[src/rtl/larpix_piso_rx.sv]
// UART receiver for one LArPix_v3 piso line: start bit, WIDTH data bits LSB first, stop bit.
// Delivers packets under valid/ready with odd-parity and framing checks plus saturating counters.
module larpix_piso_rx #(
    parameter int WIDTH       = 64,
    parameter int CLK_PER_BIT = 4,
    parameter int CNT_W       = 16
) (
    input  logic             clk,
    input  logic             reset_n,
    input  logic             enable,
    input  logic             rx_in,
    input  logic             packet_ready,
    input  logic             clear_counts,
    output logic [WIDTH-1:0] packet_out,
    output logic             packet_valid,
    output logic             parity_err,
    output logic             framing_err,
    output logic             overflow,
    output logic [CNT_W-1:0] pkt_count,
    output logic [CNT_W-1:0] err_count
);

    localparam int HALF = CLK_PER_BIT / 2;
    localparam int PW   = $clog2(CLK_PER_BIT + 1);
    localparam int BW   = (WIDTH > 1) ? $clog2(WIDTH) : 1;

    typedef enum logic [2:0] {
        IDLE,
        START,
        DATA,
        STOP,
        WAIT_HIGH
    } state_t;

    state_t            state_q, state_d;
    logic              rx_meta_q, rx_s_q;
    logic [PW-1:0]     phase_q, phase_d;
    logic [BW-1:0]     bit_q, bit_d;
    logic [WIDTH-1:0]  shift_q, shift_d;
    logic              armed_q, armed_d;
    logic [WIDTH-1:0]  packet_out_q, packet_out_d;
    logic              packet_valid_q, packet_valid_d;
    logic              parity_err_q, parity_err_d;
    logic              framing_err_q, framing_err_d;
    logic              overflow_q, overflow_d;
    logic [CNT_W-1:0]  pkt_count_q, pkt_count_d;
    logic [CNT_W-1:0]  err_count_q, err_count_d;
    logic              pkt_inc, err_inc, parity_ok;

    always_ff @(posedge clk or negedge reset_n) begin
        if (!reset_n) begin
            rx_meta_q      <= 1'b1;
            rx_s_q         <= 1'b1;
            state_q        <= IDLE;
            phase_q        <= '0;
            bit_q          <= '0;
            shift_q        <= '0;
            armed_q        <= 1'b0;
            packet_out_q   <= '0;
            packet_valid_q <= 1'b0;
            parity_err_q   <= 1'b0;
            framing_err_q  <= 1'b0;
            overflow_q     <= 1'b0;
            pkt_count_q    <= '0;
            err_count_q    <= '0;
        end else begin
            rx_meta_q      <= rx_in;
            rx_s_q         <= rx_meta_q;
            state_q        <= state_d;
            phase_q        <= phase_d;
            bit_q          <= bit_d;
            shift_q        <= shift_d;
            armed_q        <= armed_d;
            packet_out_q   <= packet_out_d;
            packet_valid_q <= packet_valid_d;
            parity_err_q   <= parity_err_d;
            framing_err_q  <= framing_err_d;
            overflow_q     <= overflow_d;
            pkt_count_q    <= pkt_count_d;
            err_count_q    <= err_count_d;
        end
    end

    always_comb begin
        state_d        = state_q;
        phase_d        = phase_q;
        bit_d          = bit_q;
        shift_d        = shift_q;
        armed_d        = armed_q | rx_s_q;
        packet_out_d   = packet_out_q;
        packet_valid_d = packet_valid_q;
        parity_err_d   = parity_err_q;
        framing_err_d  = 1'b0;
        overflow_d     = 1'b0;
        pkt_inc        = 1'b0;
        err_inc        = 1'b0;
        parity_ok      = ^shift_q;

        if (packet_valid_q && packet_ready) begin
            packet_valid_d = 1'b0;
        end

        // armed_q blocks a start while the line is still low after enable returns;
        // a new frame needs a genuine high-to-low transition.
        if (!enable) begin
            state_d = IDLE;
            armed_d = 1'b0;
        end else begin
            case (state_q)
                IDLE: begin
                    if (armed_q && !rx_s_q) begin
                        state_d = START;
                        phase_d = PW'(1);
                    end
                end
                START: begin
                    if (phase_q == PW'(HALF)) begin
                        if (rx_s_q) begin
                            state_d = IDLE;
                        end else begin
                            state_d = DATA;
                            phase_d = PW'(1);
                            bit_d   = '0;
                        end
                    end else begin
                        phase_d = phase_q + PW'(1);
                    end
                end
                DATA: begin
                    if (phase_q == PW'(CLK_PER_BIT)) begin
                        shift_d = {rx_s_q, shift_q[WIDTH-1:1]};
                        phase_d = PW'(1);
                        if (bit_q == BW'(WIDTH - 1)) begin
                            state_d = STOP;
                        end else begin
                            bit_d = bit_q + BW'(1);
                        end
                    end else begin
                        phase_d = phase_q + PW'(1);
                    end
                end
                STOP: begin
                    if (phase_q == PW'(CLK_PER_BIT)) begin
                        if (rx_s_q) begin
                            state_d = IDLE;
                            if (!packet_valid_q || packet_ready) begin
                                packet_out_d   = shift_q;
                                packet_valid_d = 1'b1;
                                parity_err_d   = ~parity_ok;
                                pkt_inc        = 1'b1;
                                err_inc        = ~parity_ok;
                            end else begin
                                overflow_d = 1'b1;
                            end
                        end else begin
                            state_d       = WAIT_HIGH;
                            framing_err_d = 1'b1;
                            err_inc       = 1'b1;
                        end
                    end else begin
                        phase_d = phase_q + PW'(1);
                    end
                end
                WAIT_HIGH: begin
                    if (rx_s_q) begin
                        state_d = IDLE;
                    end
                end
                default: state_d = IDLE;
            endcase
        end

        pkt_count_d = pkt_count_q;
        err_count_d = err_count_q;
        if (clear_counts) begin
            pkt_count_d = '0;
            err_count_d = '0;
        end else begin
            if (pkt_inc && !(&pkt_count_q)) pkt_count_d = pkt_count_q + CNT_W'(1);
            if (err_inc && !(&err_count_q)) err_count_d = err_count_q + CNT_W'(1);
        end
    end

    assign packet_out   = packet_out_q;
    assign packet_valid = packet_valid_q;
    assign parity_err   = parity_err_q;
    assign framing_err  = framing_err_q;
    assign overflow     = overflow_q;
    assign pkt_count    = pkt_count_q;
    assign err_count    = err_count_q;

endmodule

[config.mk]
export PLATFORM = sky130hd
export DESIGN_NAME = larpix_piso_rx
export DESIGN_NICKNAME = d
export VERILOG_FILES = /design/src/rtl/larpix_piso_rx.sv
export SDC_FILE = /design/constraint.sdc
export NUM_CORES = 1
export LEC_CHECK = 0
export CORE_ASPECT_RATIO = 0.7
export CORE_MARGIN = 2
export CORE_UTILIZATION = 55
export CTS_BUF_LIST = sky130_fd_sc_hd__clkbuf_8
export DETAILED_ROUTE_END_ITERATION = 10
export GPL_TIMING_DRIVEN = 1
export PLACE_DENSITY = 0.8
export SLEW_MARGIN = 20
export SYNTH_ARGS = -nofsm -noshare
export SYNTH_HDL_FRONTEND = slang
export SYNTH_SLANG_ARGS = --single-unit
[constraint.sdc]
create_clock -name clk -period 5.9 [get_ports clk]
set_input_delay 0.885 -clock clk [delete_from_list [all_inputs] [get_ports clk]]
set_output_delay 0.885 -clock clk [all_outputs]
set_load 0.02 [all_outputs]
==> run summary, run 1 <==
Results of the full flow below.

Run status:
- The flow ran to the end, and the final reports show no timing, DRC or antenna violations.

Synthesis:
- The run puts the area share of xor/xnor cells in the synthesized design at 8.71%.
- The synthesized netlist devotes 3.80% of its cell area to compound gates.
- The run puts the post-synthesis simple-gate area fraction at 8.85%.
- The run gives the most instantiated flip-flop cell in the synthesis netlist as sky130_fd_sc_hd__dfrtp_1.
- In the synthesized netlist, the dominant kind of combinational cell is multiplexers.
- In the synthesized netlist, the number of instances is 615.

Floorplanning:
- The run puts the die area at 15200 um2.
- The run puts the number of rows created at floorplan at 36.
- According to the I/O placement log, the pin count is 106.
- The run puts the area of the core region at 13900 um2.
- The run puts the number of tap cells added at floorplan at 190.

Final layout:
- The number of antenna diodes in the final layout is 0.
- The run puts the proportion of cell area occupied by registers at 47.1%.
- The run puts the finished layout cell area at 9510 um2.
- The run gives the sequential cell count as 179.
- The run puts the share of the final layout cell area in multi-input gates at 34.2%.
- The largest cell class by area is sequential cells.
- The run gives the register area as 4480 um2.
- The run puts the count of non-CTS buffers in the layout at 108.
- The run puts the fraction of layout cells with a size suffix above 1 at 23.5%.
- The run puts the combinational gate area at 3260 um2.
- Between the synthesized netlist and the finished layout, the area growth was recorded as 21.2%.
- Per the layout report, the design carries 7 non-clock inverters.
- Once layout is complete, the cells apart from fillers number about 920.

Critical path:
- Per the STA report, the cell with the highest stage delay on the worst path is sky130_fd_sc_hd__or4_1.
- The run gives the category of the worst setup path capture point as a register.
- The run puts the largest driver fanout on the critical path at 30.
- For reference, the critical path is captured by err_count[15].
- Traced cell by cell, the critical path runs through clkdlybuf4s50_1, inv_1, nor3_1, nor2b_1, a22oi_2, or4_1, a21oi_1.
- The run gives the element type at the critical path start as an input pin.
- The run puts the critical path's largest stage delay at 0.57 ns.
- The critical path is of the input pin to register type.

Power:
- In this run, power in flip-flops and latches comes to 1240 uW.
- The run gives the total combinational power as 50.5 uW.
- In this run the power density over the cells is 231 nW/um2.
- The run gives the share of power burned in combinational logic as 2.3%.
- The clock network accounts for 41.3% of the total power.
- The power report lists cell-internal power as approximately 1700 uW.
- The run gives the power in the clock group as slightly above 900 uW.
- The run puts the overall power after layout at around 2200 uW.
- The run puts the switching power total at 502 uW.
- The run gives the switching share of total power as 22.9%.

Global routing:
- Recorded from the global router log, the overflow total was 0.
- Entering global routing, the biggest net connects 122 pins.
- The run puts the number of antenna violations at the first check in global routing at 0.

Hold path:
- The run gives the worst hold path class as register to register.
- The run gives the launch point of the worst hold path as rx_meta_q.

CTS:
- TritonCTS built the clock tree.
- The run puts the post-CTS setup-driven buffer insertion count at 0.
- The run gives the TritonCTS buffer count as 17.
- The H-tree was split into 4 levels.
- Buffers inserted to repair hold after CTS numbered 0.
- At the later pin of the worst-skew pair, clock insertion delay measures around 0.46 ns.

Final timing:
- The run gives the final critical-path share of the clock period as 51.7%.
- The run gives the total setup violations reported at the end of the flow as 0.
- The run puts the setup TNS after final layout at 0 ns.
- The run gives the worst slew margin relative to its limit as 32.0%.
- The final max-slew violation count recorded for this run is 0.
- Hold timing on the final database bottoms out at a slack of 0.362 ns.

Drt:
- In the detailed route, the total length drawn on met3 is slightly below 900 um.
- For this block, the initial DRC count from the detailed router was 266.

Place:
- The run gives the number of placed cells counting well taps as 889.
- The run gives the area after detailed placement as 9080 um2.

Run:
- The run gives the tally of max-capacitance violations as 0.
==> run 1: Yosys cell counts, drive strengths merged (2+ instances only) <==
library cell and number:
dfrtp 177, mux2 129, xnor2 58, nand2 30, nor2 29, a21oi 20
xor2 20, clkbuf 19, o21ai 19, nand3 16, or3 13, and3 11
nor3 9, and2 7, inv 7, ha 6, buf 5, o31ai 5
nand4 4, nor2b 4, and4 3, mux2i 3, nand2b 3, a31oi 2
dfstp 2, nand3b 2, or4 2
==> run 1: worst max-delay path, delay by kind of cell <==
family	cells	cell delay, ns
buffers and inverters	2	0.67
AOI/OAI and AO/OA	2	0.50
and+or+nand+nor	3	1.36
==> run 1: cells in the final DEF (no fill, tap or decap), drive strengths merged, types with 2 or more instances in the layout <==
| master | Yosys | routed |
|---|---|---|
| clkinv | 0 | 2 |
| ha | 6 | 6 |
| o31ai | 5 | 5 |
| mux2i | 3 | 3 |
| nand2b | 3 | 3 |
| dfrtp | 177 | 177 |
| nand3b | 2 | 2 |
| or3 | 13 | 13 |
| and2 | 7 | 7 |
| and3 | 11 | 11 |
| clkdlybuf4s50 | 0 | 103 |
| nand3 | 16 | 16 |
| nand4 | 4 | 4 |
| dfstp | 2 | 2 |
| bufinv | 0 | 3 |
| nor2b | 4 | 4 |
| clkbuf | 19 | 20 |
| o21ai | 19 | 19 |
| nor2 | 29 | 29 |
| mux2 | 129 | 129 |
| nor3 | 9 | 9 |
| xnor2 | 58 | 58 |
| and4 | 3 | 3 |
| a21oi | 20 | 20 |
| a31oi | 2 | 2 |
| xor2 | 20 | 20 |
| or4 | 2 | 2 |
| buf | 5 | 4 |
| inv | 7 | 14 |
| nand2 | 30 | 30 |
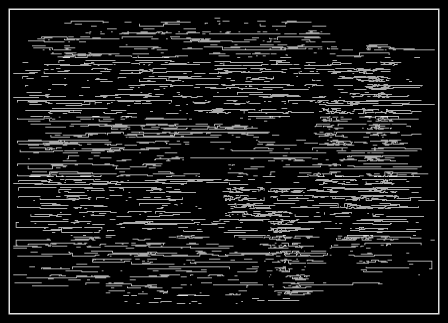
run_1/layer_met1.png
- longest straight run: 41.4 um
- main direction: horizontal
- nets with wire on the layer: 648
- wire length on this layer: 7180 um
wirelength, routed: 15.7 mm
detailed-route via count: 5132

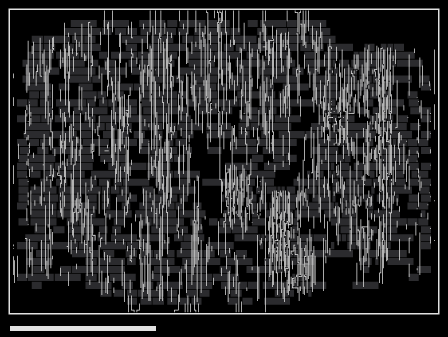
run_1/layer_met2.png
Bar = 50 um. Cells faint in the background.
- longest straight run: 38.4 um
- nets with wire on the layer: 677
- share of all routed wire: 47%

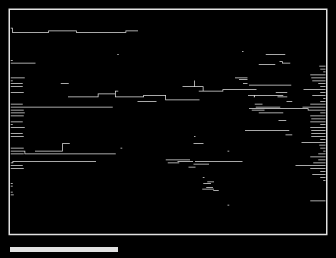
run_1/layer_met3.png
Bar = 50 um.
- wire length on this layer: 890 um
- main direction: horizontal

## Run 2: what changed since run 1
- clock period: 5.9 -> 3.1 ns (I/O delays scaled with it)
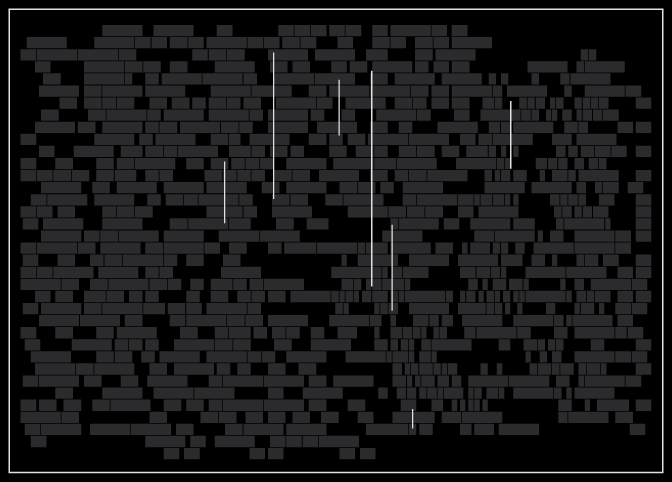
run_2/layer_met4.png
Cells faint in the background.
- share of all routed wire: 0.94%
- main direction: vertical
detailed-route via count: 5019
wirelength, routed: 15.4 mm

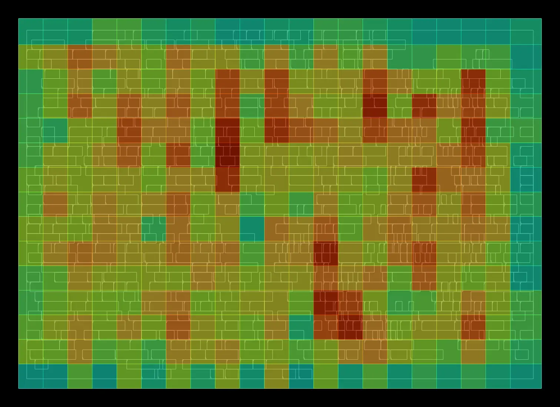
run_2/congestion.png
routed len/inst: 16.7 um
global routing usage on met2: 34.2%

==> run summary, run 2 <==
Results of the full flow below.

CTS:
- The run gives the TritonCTS clock tree as yes.
- The run gives the clock latency reported for the late side of the worst-skew pair as 0.45 ns (about the same).
- The run gives the number of H-tree branching levels as 4 (unchanged).

Final layout:
- The combinational gate area was 3260 um2 (unchanged).
- The run puts the final antenna diode count at 0 (unchanged).
- The finished layout cell area was 9520 um2 (+0.11%).
- The run gives the most common cell after layout, fill and taps aside as sky130_fd_sc_hd__dfrtp_1.
- The run puts the fraction of layout cells with a size suffix above 1 at 23.9% (+0.38 points).
- The register area was 4480 um2 (unchanged).

Floorplanning:
- The run gives the area of the core region as 13900 um2 (unchanged).

Power:
- The power density over cell area is 415 nW/um2 (+80%).
- The run gives the power in the clock group as 1490 uW (+64%).
- The run puts the switching power total at 986 uW (+96%).
- The internal portion of total power came to 2960 uW (+75%).
- The run puts the power share of the clock group at 37.8% (-3.5 points).
- The run gives the overall power after layout as 3950 uW (+80%).
- The switching share of total power is 25.0% (+2.1 points).

Synthesis:
- The run puts the area share of xor/xnor cells in the synthesized design at 8.71% (unchanged).
- The run puts the post-synthesis simple-gate area fraction at 8.85% (unchanged).
- Sorting the synthesis cell report by count puts at the top sky130_fd_sc_hd__dfrtp_1.
- The synthesis run identifies the leading combinational cell family as multiplexers.
- The run gives the synthesized instance count as 615 (unchanged).
- The area fraction in compound gates is 3.80% (unchanged).

Critical path:
- The critical path is of the register to register type.
- The largest driver fanout on the critical path was 19 (-37%).
- The run gives the category of the worst setup path capture point as a register.
- The worst setup path is launched from a register.

Run status:
- The flow ran to the end, and the final reports show no timing, DRC or antenna violations.

Place:
- The number of placed cells counting well taps was 893 (+0.45%).

Global routing:
- The run puts the pin count of the biggest net entering global routing at 176 (+44%).
- The run gives the number of antenna violations at the first check in global routing as 0 (unchanged).

Final timing:
- The run puts the smallest hold slack at 0.355 ns (-0.00621 ns).
- The run gives the total setup violations reported at the end of the flow as 0 (unchanged).
- The run puts the final critical-path share of the clock period at 90.4%.

Hold path:
- The min-delay analysis places its worst path in the category input pin to async pin.

Drt:
- The number of design-rule violations left by the first detailed-router iteration is 194 (-27%).
run 2: cell counts after synthesis:
No cell type changed its count.
run 2: per-layer routing:
metal	part of all wire, %	track usage (%)
met1	45	30.1
met2	48	34.2
met3	5.7	5.39
met4	0.93	6.17
met5	0	0
run 2: logic make-up after synthesis:
kind of cell | Yosys count
AND-OR/OR-AND | 52
XOR/XNOR | 78
adder cells (fa/ha/maj) | 6
buffers and inverters | 31
flip-flops | 179
multiplexers | 132
AND/OR/NAND/NOR | 137
run 2: path summary, 6_finish.rpt:
path,startpoint,to,slack [ns],cells past startpoint
hold / removal,reset_n,pkt_count[9],0.36,2
setup / recovery,shift_q[7],err_count[8],0.30,10
setup reg to reg,shift_q[7],err_count[8],0.30,10
hold reg to reg,rx_meta_q,rx_s_q,0.36,0
min in group clk,rx_meta_q,rx_s_q,0.36,0
max in group asynchronous,reset_n,bit_q[4],1.60,3
run 2: cell type report:
type | instances | area share (%)
flip-flops and latches | 179 | 47.1
clock inverters | 15 | 1.50
clock buffers | 17 | 2.46
repair buffers | 113 | 12.0
inverters | 7 | 0.276
well taps | 190 | 2.50
multi-input cells | 405 | 34.2
run 2: worst max-delay path, stage by stage (launching register included):
cell	delay (ns)
sky130_fd_sc_hd__dfrtp_1	0.43
sky130_fd_sc_hd__xnor2_1	0.27
sky130_fd_sc_hd__xnor2_1	0.20
sky130_fd_sc_hd__xnor2_1	0.17
sky130_fd_sc_hd__xnor2_1	0.17
sky130_fd_sc_hd__xnor2_1	0.12
sky130_fd_sc_hd__xnor2_1	0.31
sky130_fd_sc_hd__a22oi_2	0.24
sky130_fd_sc_hd__buf_4	0.25
sky130_fd_sc_hd__or3_1	0.37
sky130_fd_sc_hd__a21oi_1	0.18
## Run 3: what changed since run 2
- ABC_CLOCK_PERIOD_IN_PS: not set -> 3100
- CORE_MARGIN: 2 -> not set
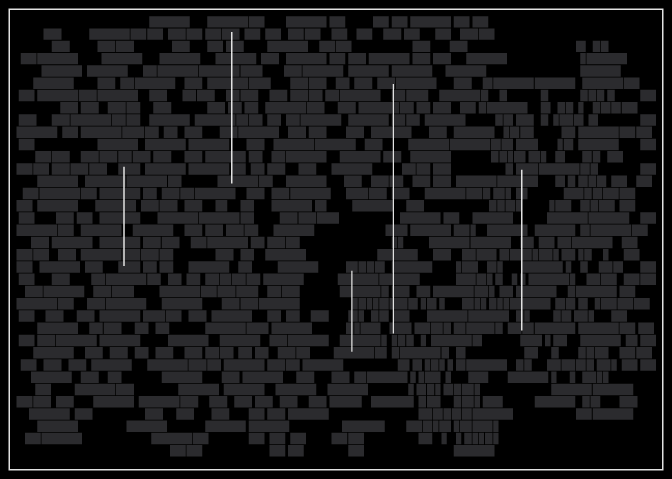
run_3/layer_met4.png
Cells faint in the background.
- main direction: vertical
- longest straight run: 55.1 um
- nets with wire on the layer: 3
- wire length on this layer: 163 um
wirelength, routed: 15.5 mm
detailed-route via count: 5084

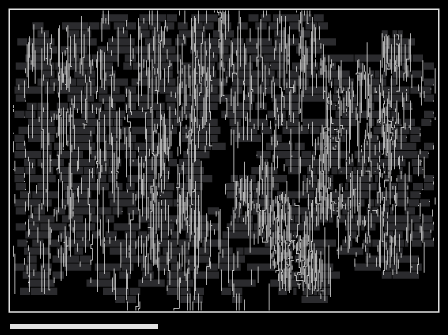
run_3/layer_met2.png
Bar = 50 um. Cells faint in the background.
- nets with wire on the layer: 670
- wire length on this layer: 7370 um
- share of all routed wire: 47%
- longest straight run: 43.9 um
- main direction: vertical

==> run summary, run 3 <==
Results of the full flow below.

Final timing:
- The run gives the final number of hold-violating endpoints as 0.
- The total setup violations reported at the end of the flow was 0 (unchanged).
- The final critical-path share of the clock period was 87.9% (-2.6 points).
- The run puts the highest clock rate at around 370 MHz.
- The run puts the smallest hold slack at 0.0144 ns (-0.341 ns).
- The run gives the smallest setup slack after layout as 0.376 ns.

Run:
- The run gives the tally of max-capacitance violations as 0.
- The run puts the warning total across the stage logs at 28.

Synthesis:
- The run gives the portion of netlist area occupied by mux cells as a little under a fifth.
- In the synthesis report, Yosys lists the chip area as between 7000 and 8000 um2.
- The synthesized instance count was 615 (unchanged).
- The run gives the number of unique standard cell types used by synthesis as 40.
- The run puts the area fraction in compound gates at 3.80% (unchanged).
- The run puts the area share of xor/xnor cells in the synthesized design at 8.71% (unchanged).
- The run gives the total standard cell area after synthesis as around 7800 um2.
- The cell-mix breakdown from Yosys lists the adder-cell area share as 0.957%.
- Counting every net in the synthesized netlist gives 627.
- Yosys instantiated no cell more often than sky130_fd_sc_hd__dfrtp_1.
- Among the non-sequential cells, multiplexers take the most area.
- The run gives the post-synthesis simple-gate area fraction as 8.85% (unchanged).
- By area the synthesized netlist is led by sky130_fd_sc_hd__dfrtp_1 (56%), sky130_fd_sc_hd__mux2_2 (19%), sky130_fd_sc_hd__xnor2_1 (6.5%).

Place:
- The run gives the half-perimeter wire length of the detailed placement result as between 10 and 15 mm.
- The run puts the area after detailed placement at 9140 um2.
- The run puts the number of port buffers at 105.

Critical path:
- The run gives the largest driver fanout on the critical path as 19 (unchanged).
- The run gives the largest delay contributor family on the critical path as XOR/XNOR gates.
- On the critical path, the stage with the largest delay is an instance of sky130_fd_sc_hd__dfrtp_1.
- The run gives the number of gates on the worst path with buffers counted as 10 (unchanged).
- STA classifies the critical path endpoint as a register.
- In this run the critical register-to-register path is launched from shift_q[7].
- The run gives the depth of the most critical reg-to-reg path as 10 (unchanged).
- In the setup report, the worst path falls into the class register to register.
- The buffering stage count on the worst path with inverters included was 1 (unchanged).
- The run gives the cell occurring most often along the worst timing path as sky130_fd_sc_hd__xnor2_1.
- Traced cell by cell, the critical path runs through xnor2_1, xnor2_1, xnor2_1, xnor2_1, xnor2_1, xnor2_1, a22oi_2, buf_4, or3_1, a21oi_1.
- The run puts the critical path's largest stage delay at 0.43 ns (about the same).
- The run puts the required time at the endpoint of the critical path at 3.47 ns.
- The most critical setup path has its endpoint at err_count[6].
- In this run the worst setup path begins at shift_q[7].
- The run gives the worst reg-to-reg setup slack as 0.38 ns (+0.08 ns).
- The run gives the endpoint of the lowest-slack register-to-register path as err_count[6].
- The worst setup path is launched from a register.

Final layout:
- The finished layout cell area is 9520 um2 (about the same).
- The top cell types in the final layout, fill and taps aside, are sky130_fd_sc_hd__dfrtp_1 (177), sky130_fd_sc_hd__mux2_2 (129), sky130_fd_sc_hd__clkdlybuf4s50_1 (104).
- The fraction of layout cells with a size suffix above 1 is 24.3% (+0.34 points).
- Leaving out fill and tap cells, the most frequent cell in the layout is sky130_fd_sc_hd__dfrtp_1.
- The final antenna diode count was 0 (unchanged).

Drt:
- The number of design-rule violations left by the first detailed-router iteration came to 295 (+52%).
- The run puts the remaining design rule violation count at 0.
- The run gives the routed length on met1 as 7.16 mm (+2.5%).
- The pre-antenna-repair detailed-routing pass consisted of 5 iterations.
- The run puts the length of routed met2 wiring at 7.37 mm (-0.77%).
- The run gives the top layer used by detailed routing as met4.
- The run gives the routed length per instance as 16.7 um (+0.52%).
- The run puts the routed wire length on met3 at 849 um (-2.7%).

Global routing:
- After global routing, the most crowded layer is met2.
- The run puts the total congestion overflow after global routing at 0.
- The run gives the met3 capacity usage during global routing as 5.48% (+0.088 points).
- The run puts the met2 layer usage reported by global route at 36.5% (+2.3 points).
- The run gives the number of antenna violations at the first check in global routing as 0 (unchanged).
- The run gives the met1 track demand over resource as 30.6% (+0.53 points).
- The pin count of the biggest net entering global routing was 82 (-53%).

Hold path:
- Note that the worst hold path type here is input pin to async pin.

CTS:
- The number of H-tree branching levels was 4 (unchanged).
- In this run, CTS created clock tree buffers numbering 17.
- The run puts the clock latency reported for the late side of the worst-skew pair at 0.46 ns (about the same).
- The run gives the number of cells upsized or downsized after cts as 0.
- In this run the post-CTS setup repair buffer count came out at 0.
- The run gives the maximum clock insertion buffer count as 2.
- The run gives the TritonCTS clock tree as yes.

Power:
- The run puts the overall power after layout at 4000 uW (+1.2%).
- The run puts the power density over cell area at 419 nW/um2 (+1.1%).

Floorplanning:
- The run puts the area of the core region at 13900 um2 (unchanged).
- The run puts the die extent in x at 145 um.
- The share of the core area taken by cells at floorplan is 56.4%.

Run status:
- The flow ran to the end, and the final reports show no timing, DRC or antenna violations.
run 3: netlist changes by cell type in the layout (fill, tap and decap cells not counted):
cell	delta
sky130_fd_sc_hd__inv_6	-1
sky130_fd_sc_hd__clkbuf_8	+1
sky130_fd_sc_hd__buf_4	+4
sky130_fd_sc_hd__buf_12	-1
sky130_fd_sc_hd__inv_8	+2
sky130_fd_sc_hd__clkinv_8	-1
sky130_fd_sc_hd__clkinv_2	-1
sky130_fd_sc_hd__dlygate4sd3_1	-1
run 3: how the worst min path moves through the flow:
stage | start | end | slack, ns | depth (start not counted)
after floorplan | reset_n | armed_q | 0.17 | 0
after global placement | rx_meta_q | rx_s_q | 0.35 | 0
after detailed placement | rx_meta_q | rx_s_q | 0.35 | 0
after CTS | reset_n | pkt_count[13] | 0.04 | 1
after global routing | reset_n | pkt_count[13] | 0.07 | 1
final | reset_n | pkt_count[13] | 0.01 | 1
run 3: report_power, final:
part	leakage, uW	internal, uW	switching [uW]	total (uW)
clock	0.000192	617	918	1530
combinational	0.00174	28.0	74.0	102
sequential	0.00248	2340	14.2	2360
total	0.00441	2990	1010	4000
run 3: worst reg2reg max path: cells and delay by family, from the launching register on:
kind,cells,cell delay [ns]
buffers and inverters,1,0.25
AND/OR/NAND/NOR,1,0.36
XOR/XNOR,6,1.19
flip-flops,1,0.43
AND-OR/OR-AND,2,0.40
run 3: through the flow:
step,cells,utilization [%]
after global placement,896,65.7
after CTS,928,68.4
after detailed placement,896,65.7
after floorplan,615,-
final,928,68.4
after global routing,928,68.4
run 3: area by class of cell:
type                            count  area (um2)
Multi-Input combinational cell    405        3260
Clock buffer                       18         248
Tap cell                          190         238
Clock inverter                     14         135
Inverter                            7        26.3
Fill cell                         986        4390
Timing Repair Buffer              115        1140
Sequential cell                   179        4480
Power and IR drop assume default switching activity.
